**config.mk**
```make
export PLATFORM = sky130hd
export DESIGN_NAME = acumulador_produtos
export DESIGN_NICKNAME = d
export VERILOG_FILES = /design/src/rtl/acumulador_produtos.sv
export SDC_FILE = /design/constraint.sdc
export NUM_CORES = 1
export LEC_CHECK = 0
export ABC_AREA = 1
export CORE_ASPECT_RATIO = 0.7
export CORE_MARGIN = 2
export CORE_UTILIZATION = 40
export CTS_CLUSTER_DIAMETER = 150
export DETAILED_ROUTE_END_ITERATION = 16
export PLACE_DENSITY = 0.66
export SLEW_MARGIN = 20
export SYNTH_ARGS = -nofsm -noshare
export SYNTH_HDL_FRONTEND = slang
export SYNTH_SLANG_ARGS = --single-unit
```
**constraint.sdc**
```tcl
create_clock -name clock -period 2.8 [get_ports clock]
set_input_delay 0.42 -clock clock [delete_from_list [all_inputs] [get_ports clock]]
set_output_delay 0.42 -clock clock [all_outputs]
set_load 0.005 [all_outputs]
```
**src/rtl/acumulador_produtos.sv**
```systemverilog
// Multiply-accumulate back end: requests, collects and sums a programmed number of signed products.
// Build option: define ACUM_SATURATE_EN to clamp the accumulator on overflow instead of wrapping.
module acumulador_produtos #(
    parameter int PROD_W = 8,
    parameter int ACC_W  = 10,
    parameter int CNT_W  = 4
) (
    input  logic                     clock,
    input  logic                     reset,
    input  logic                     start,
    input  logic [CNT_W-1:0]         num_terms,
    input  logic signed [PROD_W-1:0] prod,
    input  logic                     prod_valid,
    output logic                     next_req,
    output logic                     busy,
    output logic                     done,
    output logic signed [ACC_W-1:0]  acc_out,
    output logic [CNT_W-1:0]         term_count,
    output logic                     overflow
);

    typedef enum logic [1:0] {
        S_IDLE = 2'd0,
        S_WAIT = 2'd1,
        S_DONE = 2'd2
    } state_t;

    state_t                    state_q;
    logic [CNT_W-1:0]          target_q;
    logic [CNT_W-1:0]          count_q;
    logic signed [ACC_W-1:0]   acc_q;
    logic                      ovf_q;
    logic                      next_req_q;
    logic                      busy_q;
    logic                      done_q;

    logic signed [ACC_W-1:0]   prod_ext;
    logic signed [ACC_W-1:0]   sum_raw;
    logic signed [ACC_W-1:0]   acc_d;
    logic [CNT_W-1:0]          count_d;
    logic                      add_ovf;

    assign prod_ext = {{(ACC_W-PROD_W){prod[PROD_W-1]}}, prod};
    assign sum_raw  = acc_q + prod_ext;
    assign count_d  = count_q + CNT_W'(1);

    // Signed overflow: operands agree in sign but the sum does not.
    assign add_ovf  = (acc_q[ACC_W-1] == prod_ext[ACC_W-1]) &&
                      (sum_raw[ACC_W-1] != acc_q[ACC_W-1]);

`ifdef ACUM_SATURATE_EN
    localparam logic signed [ACC_W-1:0] ACC_MAX = {1'b0, {(ACC_W-1){1'b1}}};
    localparam logic signed [ACC_W-1:0] ACC_MIN = {1'b1, {(ACC_W-1){1'b0}}};

    // On overflow the direction follows the (shared) operand sign.
    assign acc_d = add_ovf ? (acc_q[ACC_W-1] ? ACC_MIN : ACC_MAX) : sum_raw;
`else
    assign acc_d = sum_raw;
`endif

    always_ff @(posedge clock or negedge reset) begin
        if (!reset) begin
            state_q    <= S_IDLE;
            target_q   <= '0;
            count_q    <= '0;
            acc_q      <= '0;
            ovf_q      <= 1'b0;
            next_req_q <= 1'b0;
            busy_q     <= 1'b0;
            done_q     <= 1'b0;
        end else begin
            next_req_q <= 1'b0;
            done_q     <= 1'b0;
            case (state_q)
                S_IDLE: begin
                    if (start) begin
                        target_q <= num_terms;
                        acc_q    <= '0;
                        count_q  <= '0;
                        ovf_q    <= 1'b0;
                        busy_q   <= 1'b1;
                        if (num_terms == '0) begin
                            state_q <= S_DONE;
                            done_q  <= 1'b1;
                        end else begin
                            state_q    <= S_WAIT;
                            next_req_q <= 1'b1;
                        end
                    end
                end
                S_WAIT: begin
                    if (prod_valid) begin
                        acc_q   <= acc_d;
                        count_q <= count_d;
                        if (add_ovf) begin
                            ovf_q <= 1'b1;
                        end
                        if (count_d == target_q) begin
                            state_q <= S_DONE;
                            done_q  <= 1'b1;
                        end else begin
                            next_req_q <= 1'b1;
                        end
                    end
                end
                S_DONE: begin
                    state_q <= S_IDLE;
                    busy_q  <= 1'b0;
                end
                default: begin
                    state_q <= S_IDLE;
                    busy_q  <= 1'b0;
                end
            endcase
        end
    end

    assign next_req   = next_req_q;
    assign busy       = busy_q;
    assign done       = done_q;
    assign acc_out    = acc_q;
    assign term_count = count_q;
    assign overflow   = ovf_q;

endmodule

```
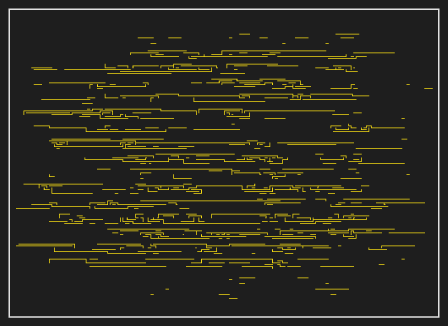
**Above:** met1 routing.
229 nets have wire on it. The layer carries 1710 µm of wire. The longest straight run is 25.3 µm. The wires run mostly horizontal.

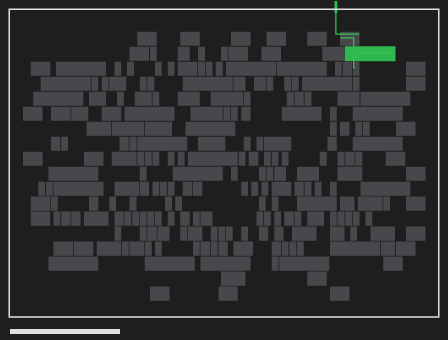
**Above:** port wiring.
The bar under the picture is 20 µm long.
Key: green = busy [bits 1, direction output, end cells 1, buffers 1, wire 23.5 µm]

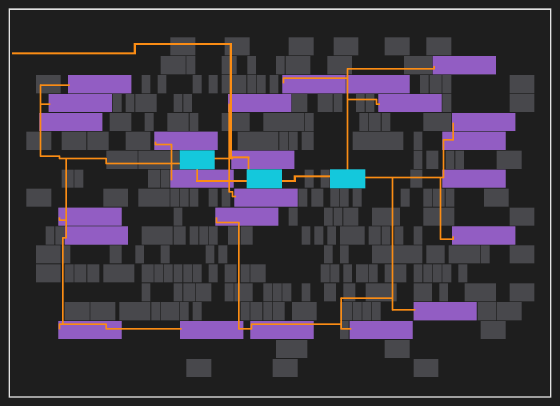
**Above:** routed clock nets over the placement.
Key: orange = clock wires [length 341 µm]; purple = flip-flops [count 24]; cyan = clock-net drivers [count 3]
Position of the flops: all over the die.

==> flow_results.org <==
* Implementation run

** Synth
- The synthesized instance count is 190.
- Top area cells in the synthesized netlist :: sky130_fd_sc_hd__dfrtp_1 40%, sky130_fd_sc_hd__nand2_1 17%, sky130_fd_sc_hd__ha_1 8.2%
- According to the Yosys statistics, the synthesized design has a chip area of ~0.0015 mm².
- Mapped Avg Cell Area :: 7.99 µm²
- For this run, asynchronously set or reset flops after synthesis account for 1.00.
- The cell area that synthesis handed to floorplanning was 0.00152 mm².

** Timing
- Post-Route Skew :: ~11 ps
- Setup tns final :: 0 ps
- Post-layout minimum cycle time :: 2050 ps
- Counting endpoints that fail hold in the final report gives 0.

** Power
- Peak supply drop :: 566 µV
- Internal cell power :: 1.15 mW
- Pwr per Cell Area :: 1020 mW/mm²

** Layout
- Top cell excl fill/tap :: sky130_fd_sc_hd__nand2_1

** Clock network
- TritonCTS built the clock tree.
- Hold repair after CTS inserted 0 buffers.

** Critical path
- Of all nets on the critical path, the largest fanout is 3.
- The data arrival time reported for the critical path is 2250 ps.

** Outcome
- The flow ran to the end, and the final reports show no timing, DRC or antenna violations.

** Global routing
- On met2, the global router reports a usage of 0.222.

** Drt
- Vias per inst :: 4.54
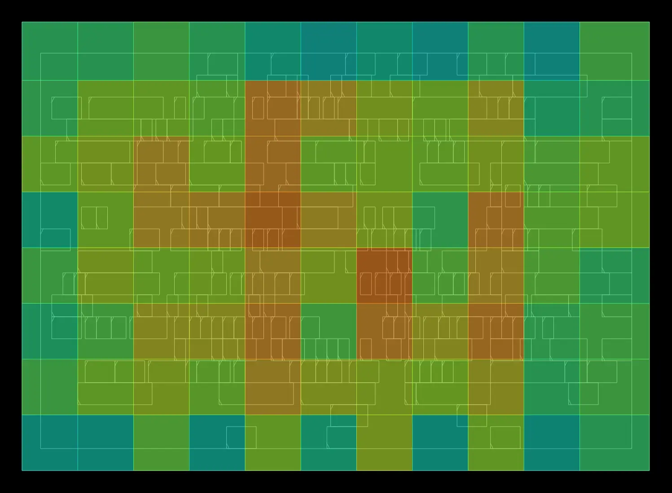
**Above:** congestion heat map.
gr usage total: 0.158
fraction of met1 tracks used by global routing: 0.246
busiest grt layer: met1
grt met3 use: 0.0408

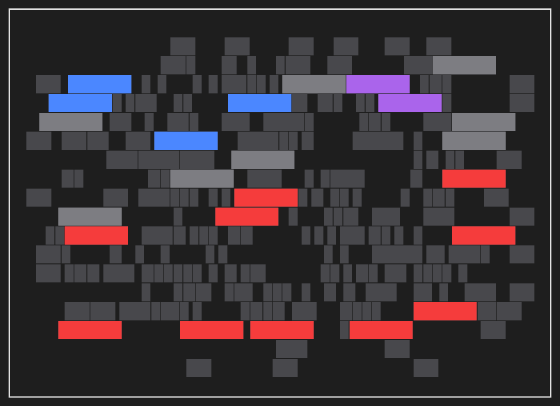
**Above:** where the registers sit.
Key: blue = target_q [flops 4, where upper left]; red = acc_out [flops 10]; purple = state_q [flops 2]

[path summary, 6_finish.rpt]
check,end
max,acc_out[6]
min,overflow
max reg2reg,acc_out[6]
min reg2reg,overflow
max in group asynchronous,term_count[3]
min in group asynchronous,acc_out[2]
[layout make-up]
class,instances,area (µm²)
fill,339,1630
multi-input combinational,139,808
sequential,24,601
timing repair buffer,34,338
inverter,26,97.6
tap,50,62.6
clock buffer,3,41.3
[through the flow]
step	setup slack [ps]	total power [mW]	cells	hold slack, ps	utilization
2_1_floorplan	1110	1.39	190	124	-
3_3_place_gp	517	1.79	273	460	0.532
3_5_place_dp	490	1.80	273	458	0.532
4_1_cts	761	2.01	276	480	0.544
5_1_grt	570	2.20	276	534	0.544
6_report	751	1.99	276	475	0.544
No activity file was given, so power comes from the tool's default toggle rates.
